zoom.png
Region (359, 248) to (384, 273) microns. Cells in grey, sequential cells in the stronger grey; small squares are vias.
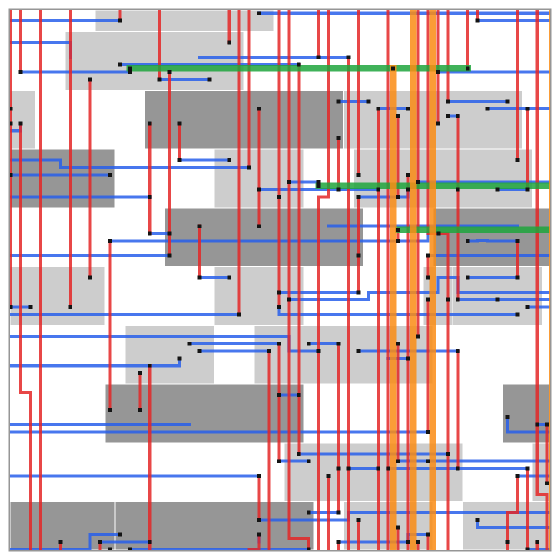
final_congestion.png
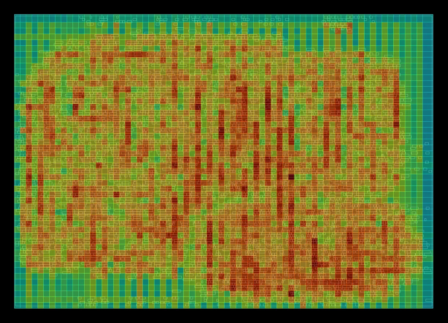
met1.png
Scale: 1 px per micron.
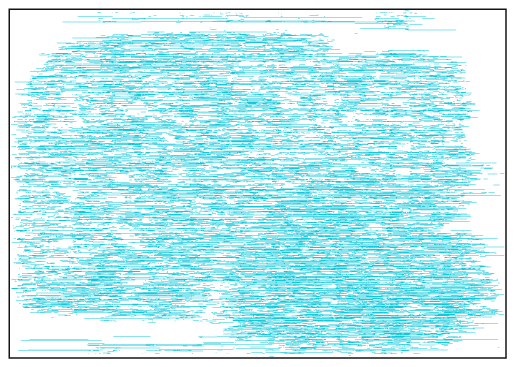
`config.mk`:
```
export PLATFORM = sky130hd
export DESIGN_NAME = arf_rat
export DESIGN_NICKNAME = d
export VERILOG_FILES = /design/src/rtl/arf_rat_pkg.sv /design/src/rtl/arf_rat_entry.sv /design/src/rtl/arf_rat_mux.sv /design/src/rtl/arf_rat.sv
export SDC_FILE = /design/constraint.sdc
export NUM_CORES = 2
export LEC_CHECK = 0
export CELL_PAD_IN_SITES_DETAIL_PLACEMENT = 0
export CELL_PAD_IN_SITES_GLOBAL_PLACEMENT = 1
export CORE_ASPECT_RATIO = 0.7
export CORE_UTILIZATION = 40
export CTS_CLUSTER_SIZE = 40
export DETAILED_ROUTE_END_ITERATION = 10
export PLACE_DENSITY = 0.63
export SLEW_MARGIN = 20
export SYNTH_ARGS = -nofsm -noshare
export SYNTH_HDL_FRONTEND = slang
export SYNTH_SLANG_ARGS = --single-unit
```
`constraint.sdc`:
```
create_clock -name clk -period 5 [get_ports clk]
set_input_delay 1 -clock clk [delete_from_list [all_inputs] [get_ports clk]]
set_output_delay 1 -clock clk [all_outputs]
set_load 0.01 [all_outputs]
```
`src/rtl/arf_rat_pkg.sv`:
```
// arf_rat_pkg: global definitions for the architectural register file / rename table.
// Defines the default sizes ARF_N_ENTRIES, ARF_ID_WIDTH, ROB_ID_WIDTH and REG_WIDTH.
// Also defines arf_entry_t, which holds one register's state: data, busy and tag.
`ifndef ARF_RAT_GLOBAL_DEFS
`define ARF_RAT_GLOBAL_DEFS
`define ARF_N_ENTRIES 32
`define ARF_ID_WIDTH 5
`define ROB_ID_WIDTH 6
`define REG_WIDTH 32
`endif

package arf_rat_pkg;
    typedef struct packed {
        logic [`REG_WIDTH-1:0]    data;
        logic                     busy;
        logic [`ROB_ID_WIDTH-1:0] tag;
    } arf_entry_t;
    localparam int ARF_ENTRY_W = $bits(arf_entry_t);
endpackage

```
`src/rtl/arf_rat_entry.sv`:
```
// rat_entry: state and next-state logic for one architectural register (data, busy, rename tag).
// Ports:
//   clk, rst_aL                             - clock, asynchronous active-low reset
//   i_rename, i_rob_id                      - dispatch renames this register to i_rob_id
//   i_retire, i_retire_rob_id, i_retire_data - retirement of this register: its tag and its value
//   i_flush                                 - drop the speculative mapping
//   o_data, o_busy, o_tag                   - current state
module rat_entry
    import arf_rat_pkg::*;
#(
    parameter int REG_WIDTH    = `REG_WIDTH,
    parameter int ROB_ID_WIDTH = `ROB_ID_WIDTH
) (
    input  logic                    clk,
    input  logic                    rst_aL,
    input  logic                    i_rename,
    input  logic [ROB_ID_WIDTH-1:0] i_rob_id,
    input  logic                    i_retire,
    input  logic [ROB_ID_WIDTH-1:0] i_retire_rob_id,
    input  logic [REG_WIDTH-1:0]    i_retire_data,
    input  logic                    i_flush,
    output logic [REG_WIDTH-1:0]    o_data,
    output logic                    o_busy,
    output logic [ROB_ID_WIDTH-1:0] o_tag
);
    logic [REG_WIDTH-1:0]    r_data;
    logic                    r_busy;
    logic [ROB_ID_WIDTH-1:0] r_tag;
    logic                    w_rename;
    logic                    w_clear;

    assign w_rename = i_rename && !i_flush;
    // Only the youngest producer may clear busy; an older retire just updates data.
    assign w_clear  = i_retire && (r_tag == i_retire_rob_id);

    always_ff @(posedge clk or negedge rst_aL) begin
        if (!rst_aL) begin
            r_data <= '0;
            r_busy <= 1'b0;
            r_tag  <= '0;
        end else begin
            if (i_retire) r_data <= i_retire_data;
            r_busy <= i_flush ? 1'b0 : w_rename ? 1'b1 : w_clear ? 1'b0 : r_busy;
            if (w_rename) r_tag <= i_rob_id;
        end
    end

    assign o_data = r_data;
    assign o_busy = r_busy;
    assign o_tag  = r_tag;
endmodule

```
`src/rtl/arf_rat_mux.sv`:
```
// mux_: shared N:1 word multiplexer used by the register lookup ports.
// Ports:
//   i_in  - N candidate words
//   i_sel - index of the word to select
//   o_out - selected word; zero when i_sel is out of range
module mux_ #(
    parameter int N  = 2,
    parameter int W  = 1,
    parameter int SW = 1
) (
    input  logic [N-1:0][W-1:0] i_in,
    input  logic [SW-1:0]       i_sel,
    output logic [W-1:0]        o_out
);
    assign o_out = (32'(i_sel) < N) ? i_in[i_sel] : '0;
endmodule

```
`src/rtl/arf_rat.sv`:
```
// arf_rat: architectural register file combined with the register alias table.
// Register 0 is hardwired to zero and is never busy.
// Ports:
//   clk, rst_aL                                  - clock, asynchronous active-low reset
//   dispatch_valid, dispatch_dst_valid,
//   dispatch_dst_arf_id, dispatch_rob_id         - rename of the destination at dispatch
//   src1/src2_arf_id                             - source lookups
//   src1/src2_busy, _rob_id, _data               - lookup results, including the retire bypass
//   retire_valid, retire_arf_id,
//   retire_rob_id, retire_reg_data               - ROB head retirement
//   flush                                        - discard all speculative mappings
module arf_rat
    import arf_rat_pkg::*;
#(
    parameter int N_REGS       = `ARF_N_ENTRIES,
    parameter int REG_WIDTH    = `REG_WIDTH,
    parameter int ROB_ID_WIDTH = `ROB_ID_WIDTH
) (
    input  logic                     clk,
    input  logic                     rst_aL,
    input  logic                     dispatch_valid,
    input  logic                     dispatch_dst_valid,
    input  logic [`ARF_ID_WIDTH-1:0] dispatch_dst_arf_id,
    input  logic [ROB_ID_WIDTH-1:0]  dispatch_rob_id,
    input  logic [`ARF_ID_WIDTH-1:0] src1_arf_id,
    input  logic [`ARF_ID_WIDTH-1:0] src2_arf_id,
    output logic                     src1_busy,
    output logic                     src2_busy,
    output logic [ROB_ID_WIDTH-1:0]  src1_rob_id,
    output logic [ROB_ID_WIDTH-1:0]  src2_rob_id,
    output logic [REG_WIDTH-1:0]     src1_data,
    output logic [REG_WIDTH-1:0]     src2_data,
    input  logic                     retire_valid,
    input  logic [`ARF_ID_WIDTH-1:0] retire_arf_id,
    input  logic [ROB_ID_WIDTH-1:0]  retire_rob_id,
    input  logic [REG_WIDTH-1:0]     retire_reg_data,
    input  logic                     flush
);
    localparam int AW = `ARF_ID_WIDTH;
    // Entry word layout: {data, busy, tag}, matching arf_entry_t.
    localparam int EW = REG_WIDTH + 1 + ROB_ID_WIDTH;

    logic [N_REGS-1:0][EW-1:0] w_ent;
    logic [EW-1:0]             w_look1;
    logic [EW-1:0]             w_look2;
    logic                      w_hit1;
    logic                      w_hit2;
    logic                      w_dispatch;

    assign w_dispatch = dispatch_valid && dispatch_dst_valid;

    for (genvar i = 0; i < N_REGS; i++) begin : g_ent
        if (i == 0) begin : g_zero
            assign w_ent[i] = '0;
        end else begin : g_reg
            rat_entry #(
                .REG_WIDTH   (REG_WIDTH),
                .ROB_ID_WIDTH(ROB_ID_WIDTH)
            ) u_entry (
                .clk            (clk),
                .rst_aL         (rst_aL),
                .i_rename       (w_dispatch && dispatch_dst_arf_id == AW'(i)),
                .i_rob_id       (dispatch_rob_id),
                .i_retire       (retire_valid && retire_arf_id == AW'(i)),
                .i_retire_rob_id(retire_rob_id),
                .i_retire_data  (retire_reg_data),
                .i_flush        (flush),
                .o_data         (w_ent[i][EW-1 -: REG_WIDTH]),
                .o_busy         (w_ent[i][ROB_ID_WIDTH]),
                .o_tag          (w_ent[i][ROB_ID_WIDTH-1:0])
            );
        end
    end

    mux_ #(.N(N_REGS), .W(EW), .SW(AW)) u_mux1 (.i_in(w_ent), .i_sel(src1_arf_id), .o_out(w_look1));
    mux_ #(.N(N_REGS), .W(EW), .SW(AW)) u_mux2 (.i_in(w_ent), .i_sel(src2_arf_id), .o_out(w_look2));

    // Bypass: the producer retiring this cycle makes the source ready with the retiring value.
    assign w_hit1 = retire_valid && retire_arf_id == src1_arf_id && w_look1[ROB_ID_WIDTH]
                    && w_look1[ROB_ID_WIDTH-1:0] == retire_rob_id;
    assign w_hit2 = retire_valid && retire_arf_id == src2_arf_id && w_look2[ROB_ID_WIDTH]
                    && w_look2[ROB_ID_WIDTH-1:0] == retire_rob_id;

    assign src1_busy   = w_look1[ROB_ID_WIDTH] && !w_hit1;
    assign src2_busy   = w_look2[ROB_ID_WIDTH] && !w_hit2;
    assign src1_rob_id = w_look1[ROB_ID_WIDTH-1:0];
    assign src2_rob_id = w_look2[ROB_ID_WIDTH-1:0];
    assign src1_data   = w_hit1 ? retire_reg_data : w_look1[EW-1 -: REG_WIDTH];
    assign src2_data   = w_hit2 ? retire_reg_data : w_look2[EW-1 -: REG_WIDTH];
endmodule

```
==> results_dict.tcl <==
# metrics dict for downstream scripts
set metrics [dict create \
    largest_reg_flops 992 \
    n_tap_cell 2240 \
    status "finished, violations left" \
    syn_nets 4660 \
    slowest_stage "or4b_4" \
    p_sw_mw 8.18 \
    cts_setup_buffers 12 \
    initCoreUtil_pct 40.4 \
    fin_nets 4822 \
    overflow 0 \
    logic_area_sq_um 36000 \
    setup_viol 30 \
    fill_cells 14811 \
    dr_wl_met2_microns 100000 \
    finalWorstSetupSlack_ns -0.135 \
    syn_area_per_cell_sq_um 14.8 \
    p_comb_share_pct 22.2 \
    cp_num_cells 12 \
    fin_hold_ws_ns 0.232 \
    crit_arrival_ns 4.13 \
    cp_top_family "simple AND/OR/NAND/NOR gates" \
    cp_num_buf_inv 4 \
    powerClk_mw 9.75 \
    seqCellArea_sq_um 30300 \
    p_int_mw 20.8 \
    xor_share_pct 2.74 \
    wl_met1_microns 108000 \
    vdd_ir_drop_max_uv 369 \
    grt_max_degree 131 \
    slew_viol_final 0 \
    clkPwrFrac_pct 33.7 \
    synth_dominant_cell_count "mux2_2" \
    finalCriticalPeriod_ns 5.13 \
    fmax_mhz 195 \
    pwr-share-seq_pct 44.2 \
    ff_count 1209 \
    ys_warn_count 0 \
    pin_count 148 \
    worstSetupEndpoint "src1_data[17]" \
    ys_sh_aoi_pct 1.72 \
    placement.io_buffers 147 \
    ys_cells 4590 \
    comb_share_pct 46.0 \
    htree_levels 4 \
    worstPathRequired_ns 4.00 \
    failed_checks "negative setup slack" \
    cts_tree "done" \
    rr_endpoint "g_ent[15].g_reg.u_entry.o_busy" \
    worstPathCellList "mux4_2 -> o22ai_2 -> nor2_2 -> or4b_4 -> xor2_1 -> a2111oi_2 -> and4b_4 -> buf_12 -> buf_16 -> buf_6 -> mux2_4 -> buf_6" \
    synthTopCellsByCount "mux2_2 (1271), dfrtp_1 (1209), mux4_2 (654)" \
    largestPowerGroup "registers" \
    dr_wl_met3_microns 16500 \
    startpoint "g_ent[28].g_reg.u_entry.o_tag[0]" \
    ys_types 62 \
    ys.flops 1209 \
    grt_pass1_wl_microns 339000 \
    drtIter0Drc 4383 \
    wl_microns 231000 \
    design_area_sq_um 78300 \
    logic_gates 2901 \
    final.setup.tns_ns -1.71 \
]
-- zoom.png (at the start) --
red -> met2
blue -> met1
orange -> met4
green -> met3
most frequent = dfrtp_1 (7), mux4_2 (6), mux2_2 (6)
netlist names of flops here include = g_ent.g_reg.u_entry.o_data (7)
cells with their middle in the window = 20
sequential cells in the window = 7

-- final_congestion.png (at the start) --
final core occ: 46.4%
met2 Track Usage GR: 39.2%
busiest grt layer: met1
Tot GR Track Use: 27.3%

-- met1.png (at the start) --
longest straight run = 135 microns
share of all routed wire = 47%
wire length on this layer = 108 mm
main direction = horizontal
nets with wire on the layer = 4545

Power figures rest on the tool's default switching activity, not on a simulated workload.
